### config.mk
export PLATFORM = sky130hd
export DESIGN_NAME = regfile_write_arbiter
export DESIGN_NICKNAME = d
export VERILOG_FILES = /design/src/rtl/regfile_write_arbiter.sv
export SDC_FILE = /design/constraint.sdc
export NUM_CORES = 1
export LEC_CHECK = 0
export ABC_AREA = 1
export CORE_MARGIN = 2
export CORE_UTILIZATION = 45
export CTS_BUF_LIST = sky130_fd_sc_hd__clkbuf_16
export DETAILED_ROUTE_END_ITERATION = 10
export PLACE_DENSITY = 0.87
export SLEW_MARGIN = 20
export SYNTH_ARGS = -nofsm -noshare
export SYNTH_HDL_FRONTEND = slang
export SYNTH_SLANG_ARGS = --single-unit
export TNS_END_PERCENT = 50
### constraint.sdc
create_clock -name clk -period 7.6 [get_ports clk]
set_input_delay 1.14 -clock clk [delete_from_list [all_inputs] [get_ports clk]]
set_output_delay 1.14 -clock clk [all_outputs]
set_load 0.01 [all_outputs]
### src/rtl/regfile_write_arbiter.sv
`default_nettype none
// ============================================================================
// Module   : regfile_write_arbiter
// Brief    : Round-robin arbiter that shares the register file write port among
//            ALU, load and mul/div requesters through a registered write slot.
// Revision : 1.0
// ============================================================================
module regfile_write_arbiter #(
    parameter int DATA_WIDTH = 32,
    parameter int ADDR_WIDTH = 5,
    parameter int CNT_WIDTH  = 16
) (
    input  logic                    clk,
    input  logic                    reset,
    input  logic [2:0]              req_valid,
    input  logic [3*ADDR_WIDTH-1:0] req_address,
    input  logic [3*DATA_WIDTH-1:0] req_data,
    output logic [2:0]              req_ready,
    output logic                    rf_write_enable,
    output logic [ADDR_WIDTH-1:0]   rf_write_address,
    output logic [DATA_WIDTH-1:0]   rf_write_data,
    output logic [1:0]              grant_id,
    output logic [CNT_WIDTH-1:0]    contention_count
);

    function automatic logic [1:0] rr_idx(input logic [1:0] p, input logic [1:0] k);
        logic [2:0] s;
        s = {1'b0, p} + {1'b0, k};
        if (s >= 3'd3) s = s - 3'd3;
        return s[1:0];
    endfunction

    logic [1:0]            ptr_q, ptr_d;
    logic                  we_q, we_d;
    logic [ADDR_WIDTH-1:0] addr_q, addr_d;
    logic [DATA_WIDTH-1:0] data_q, data_d;
    logic [1:0]            gid_q, gid_d;
    logic [CNT_WIDTH-1:0]  cnt_q, cnt_d;

    logic [1:0]            w_ptr;
    logic [2:0]            w_ready;
    logic [1:0]            w_winner;
    logic                  w_found;
    logic [ADDR_WIDTH-1:0] w_sel_addr;
    logic [DATA_WIDTH-1:0] w_sel_data;
    logic                  w_contended;

    // The encoding 3 is unreachable; fold it onto requester 0.
    assign w_ptr = (ptr_q == 2'd3) ? 2'd0 : ptr_q;

    always_comb begin
        w_ready  = 3'b000;
        w_winner = 2'd0;
        w_found  = 1'b0;
        for (int k = 0; k < 3; k++) begin
            if (!w_found && req_valid[rr_idx(w_ptr, 2'(k))]) begin
                w_found  = 1'b1;
                w_winner = rr_idx(w_ptr, 2'(k));
            end
        end
        if (reset) w_found = 1'b0;
        if (w_found) w_ready[w_winner] = 1'b1;
    end

    always_comb begin
        case (w_winner)
            2'd1:    begin
                w_sel_addr = req_address[ADDR_WIDTH +: ADDR_WIDTH];
                w_sel_data = req_data[DATA_WIDTH +: DATA_WIDTH];
            end
            2'd2:    begin
                w_sel_addr = req_address[2*ADDR_WIDTH +: ADDR_WIDTH];
                w_sel_data = req_data[2*DATA_WIDTH +: DATA_WIDTH];
            end
            default: begin
                w_sel_addr = req_address[0 +: ADDR_WIDTH];
                w_sel_data = req_data[0 +: DATA_WIDTH];
            end
        endcase
    end

    assign w_contended = (req_valid[0] & req_valid[1]) |
                         (req_valid[0] & req_valid[2]) |
                         (req_valid[1] & req_valid[2]);

    always_comb begin
        ptr_d  = w_ptr;
        we_d   = 1'b0;
        addr_d = addr_q;
        data_d = data_q;
        gid_d  = gid_q;
        cnt_d  = cnt_q;
        if (w_found) begin
            ptr_d  = (w_winner == 2'd2) ? 2'd0 : w_winner + 2'd1;
            // Address 0 is hard-wired zero: accept the request but drop the write.
            we_d   = (w_sel_addr != '0);
            addr_d = w_sel_addr;
            data_d = w_sel_data;
            gid_d  = w_winner;
        end
        if (w_contended && !(&cnt_q)) cnt_d = cnt_q + 1'b1;
    end

    always_ff @(posedge clk) begin
        if (reset) begin
            ptr_q  <= 2'd0;
            we_q   <= 1'b0;
            addr_q <= '0;
            data_q <= '0;
            gid_q  <= 2'd0;
            cnt_q  <= '0;
        end else begin
            ptr_q  <= ptr_d;
            we_q   <= we_d;
            addr_q <= addr_d;
            data_q <= data_d;
            gid_q  <= gid_d;
            cnt_q  <= cnt_d;
        end
    end

    assign req_ready        = w_ready;
    assign rf_write_enable  = we_q;
    assign rf_write_address = addr_q;
    assign rf_write_data    = data_q;
    assign grant_id         = gid_q;
    assign contention_count = cnt_q;

endmodule
`default_nettype wire

**Cell placement**

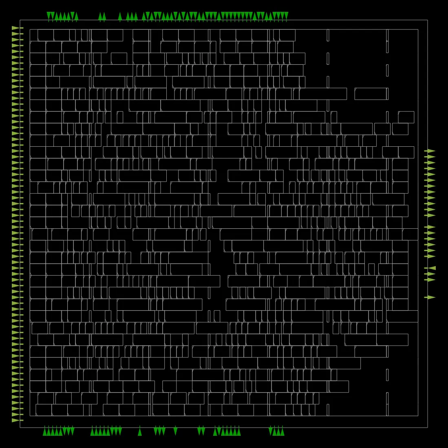
sequential cells: 58
tally of filler cells in the layout: 659
tap cell count: 105
std cell rows: 33
non-filler cells in the finished layout: 855

**Nets reached from selected ports**

(4 px per um)
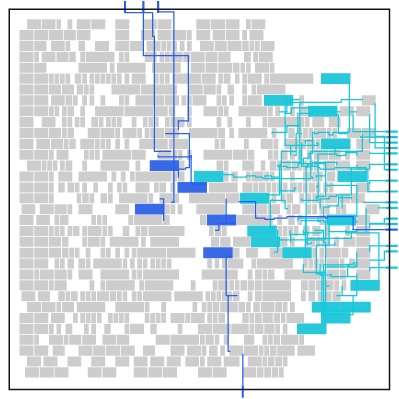
legend:
  cyan:
    port: `contention_count`
    bits: 16
    direction: output
    end_cells: 16
    buffers: 16
    wire: 822 um
  blue:
    port: `rf_write_address`
    bits: 5
    direction: output
    end_cells: 5
    buffers: 5
    wire: 284 um
number of placed I/O pins: 175
total of buffers placed on input and output ports: 174

**Sequential cells colored by netlist name**

(3 px per um) Other sequential cells in the stronger gray, the rest of the logic in the fainter gray.
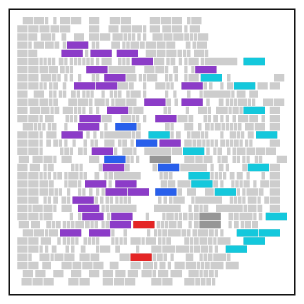
legend:
  red:
    name_in_the_netlist: `grant_id`
    flops: 2
  cyan:
    name_in_the_netlist: `contention_count`
    flops: 16
  blue:
    name_in_the_netlist: `rf_write_address`
    flops: 5
    where: center
  purple:
    name_in_the_netlist: `rf_write_data`
    flops: 32
not colored: 3
sequential power: 0.000451 W
final design utilization: 71.0%
register cell area after layout: 1160 um^2
fraction of standard cell area that is sequential: 20.2%

**Cells colored by class**

(3 px per um)
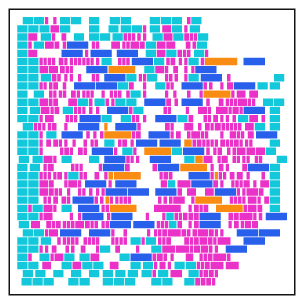
legend:
  cyan:
    class: remaining buffers and delay cells
    cells: 177
    share_of_their_area: 31%
  orange:
    class: clock drivers and dummy loads
    cells: 16
    share_of_their_area: 5.1%
  blue:
    class: registers
    cells: 58
    share_of_their_area: 21%
  magenta:
    class: remaining logic cells
    cells: 499
    share_of_their_area: 43%

**Clock wires, drivers and flops**

(3 px per um)
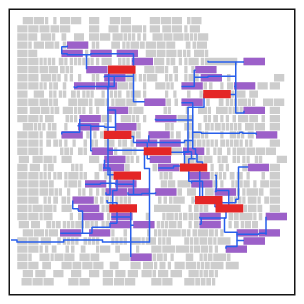
legend:
  red:
    item: clock-net drivers
    count: 9
  blue:
    item: clock wires
    length: 754 um
  purple:
    item: flip-flops
    count: 58
routed clock nets: 10
Skew-Pair Late Insertion Delay: 320 ps
share of power burned in the clock network: 17.3%

==> reports/summary.log <==
INFO  finish         mostFrequentLayoutCells=sky130_fd_sc_hd__clkdlybuf4s50_1 (174), sky130_fd_sc_hd__nand2_1 (144), sky130_fd_sc_hd__nor2_1 (127)
INFO  worst_setup_path path_buffers=3
INFO  timing         hold_violations=0
INFO  clock_network  clock_tree.buffer_depth=2
INFO  grt            grt_pass1_vias=3839
INFO  logic_synthesis ff_type=sky130_fd_sc_hd__dfxtp_1
INFO  worst_setup_path crit_path_end=req_ready[0]
INFO  detailed_routing drt-vias-per-instance=4.98
INFO  detailed_routing first_iter_violations=153
INFO  logic_synthesis synthDistinctLibCells=30
INFO  worst_setup_path reg2reg_setup_slack=4390ps
INFO  power_and_ir_drop cellPowerDensity=385nW/um^2
INFO  grt            grt_max_degree=75
INFO  logic_synthesis post_synth_tally_of_flip_flops_with_integrated_enable=0
INFO  floorplan      die_height=94.7um
INFO  hold_path      timing.hold.worst.start=rf_write_data[6]
INFO  power_and_ir_drop sequentialPowerShare=20.3%
INFO  power_and_ir_drop combinational_power_share=62.4%
INFO  detailed_routing drt_pre_antenna_iters=5
INFO  timing         finalCritPeriodShare=65.9%
INFO  power_and_ir_drop comb_cell_power=0.00138W
INFO  timing         timing.clock.skew=4.68ps
INFO  place          detailed_placer_s_ending_hpwl=8620um
INFO  clock_network  root_buffer=sky130_fd_sc_hd__clkbuf_16
INFO  place          place_ws=2640ps
INFO  finish         antennaDiodeCount=0
INFO  logic_synthesis number_of_nets_at_floorplan=714
INFO  grt            grt_pass1_wl=17900um
INFO  clock_network  tritoncts=built
INFO  clock_network  cts_post_setup_buffers_inserted=0
INFO  power_and_ir_drop leakagePower=2.57nW
INFO  hold_path      min_to=rf_write_data[6]
INFO  worst_setup_path worst-r2r-cell-count=16
INFO  timing         slew_viol_final=0
INFO  worst_setup_path timing.critical_path.to_type=output pin
INFO  timing         final-setup-viol-count=0
INFO  outcome        outcome=finished, final reports clean
INFO  finish         layout-drive-gt1-share=5.47%
INFO  timing         setup_repair_after_global_routing_missed_its_margin=false
INFO  logic_synthesis yosysWarningCount=0
INFO  logic_synthesis synth.top_cells.by_count=sky130_fd_sc_hd__nand2_1 (144), sky130_fd_sc_hd__nor2_1 (127), sky130_fd_sc_hd__inv_1 (61), sky130_fd_sc_hd__dfxtp_1 (58), sky130_fd_sc_hd__a21oi_1 (38)
INFO  worst_setup_path kind_of_cell_adding_the_most_delay_to_the_critical_path=simple AND/OR/NAND/NOR gates
INFO  logic_synthesis post_synth_inst_count=588
INFO  floorplan      die.size.x=94.7um
INFO  place          place.gp.congestion=0.957
INFO  timing         setup-tns-final=0ps
INFO  clock_network  clk_pin_slew=50ps
INFO  power_and_ir_drop net-switching-power=0.000998W
INFO  detailed_routing drc=0
INFO  power_and_ir_drop largestPowerGroup=combinational logic
INFO  power_and_ir_drop powerClk=0.000382W
INFO  logic_synthesis synth_top_cell_by_count=sky130_fd_sc_hd__nand2_1
INFO  logic_synthesis yosysChipArea=3700um^2
INFO  finish         post-route-cell-area=5750um^2
INFO  worst_setup_path crit_path_max_fanout=72
INFO  worst_setup_path setup.worst_path.class=in2out
INFO  worst_setup_path crit_path_top_delay_cell=sky130_fd_sc_hd__nand2_4
INFO  hold_path      whs_path_depth=2
INFO  flow_run       drv.max_cap_violation_count=0
INFO  grt            globalRouteTotalUtil=25.3%
layout make-up:
type                       instances  area, um^2  area share, %
timing repair buffer             177        1760           30.7
sequential                        58        1160           20.2
clock buffer                       9         225           3.92
multi-input combinational        435        2170           37.7
inverter                          64         240           4.18
tap                              105         131           2.29
clock inverter                     7        61.3           1.07
logic make-up after synthesis:
family,synth area share [%]
compound gates,18.7
fa+ha+maj,3.38
buf+inv,10.4
flops,31.4
simple gates,34.5
xor+xnor,1.66
sequential cells by signal, indices dropped and copies added (netlist names):
name / cells
contention_count: 16
grant_id: 2
rf_write_enable: 1
rf_write_data: 32
ptr_q: 2
rf_write_address: 5
per-layer routing:
layer	track usage, %	up-vias	part of all wire, %
met1	30.9	1891	42
met5	0	-	0
met4	8.94	0	2.3
li1	-	2179	-
met3	4.55	27	6.1
met2	44.3	159	50
Power is estimated from default activity; no workload was simulated.
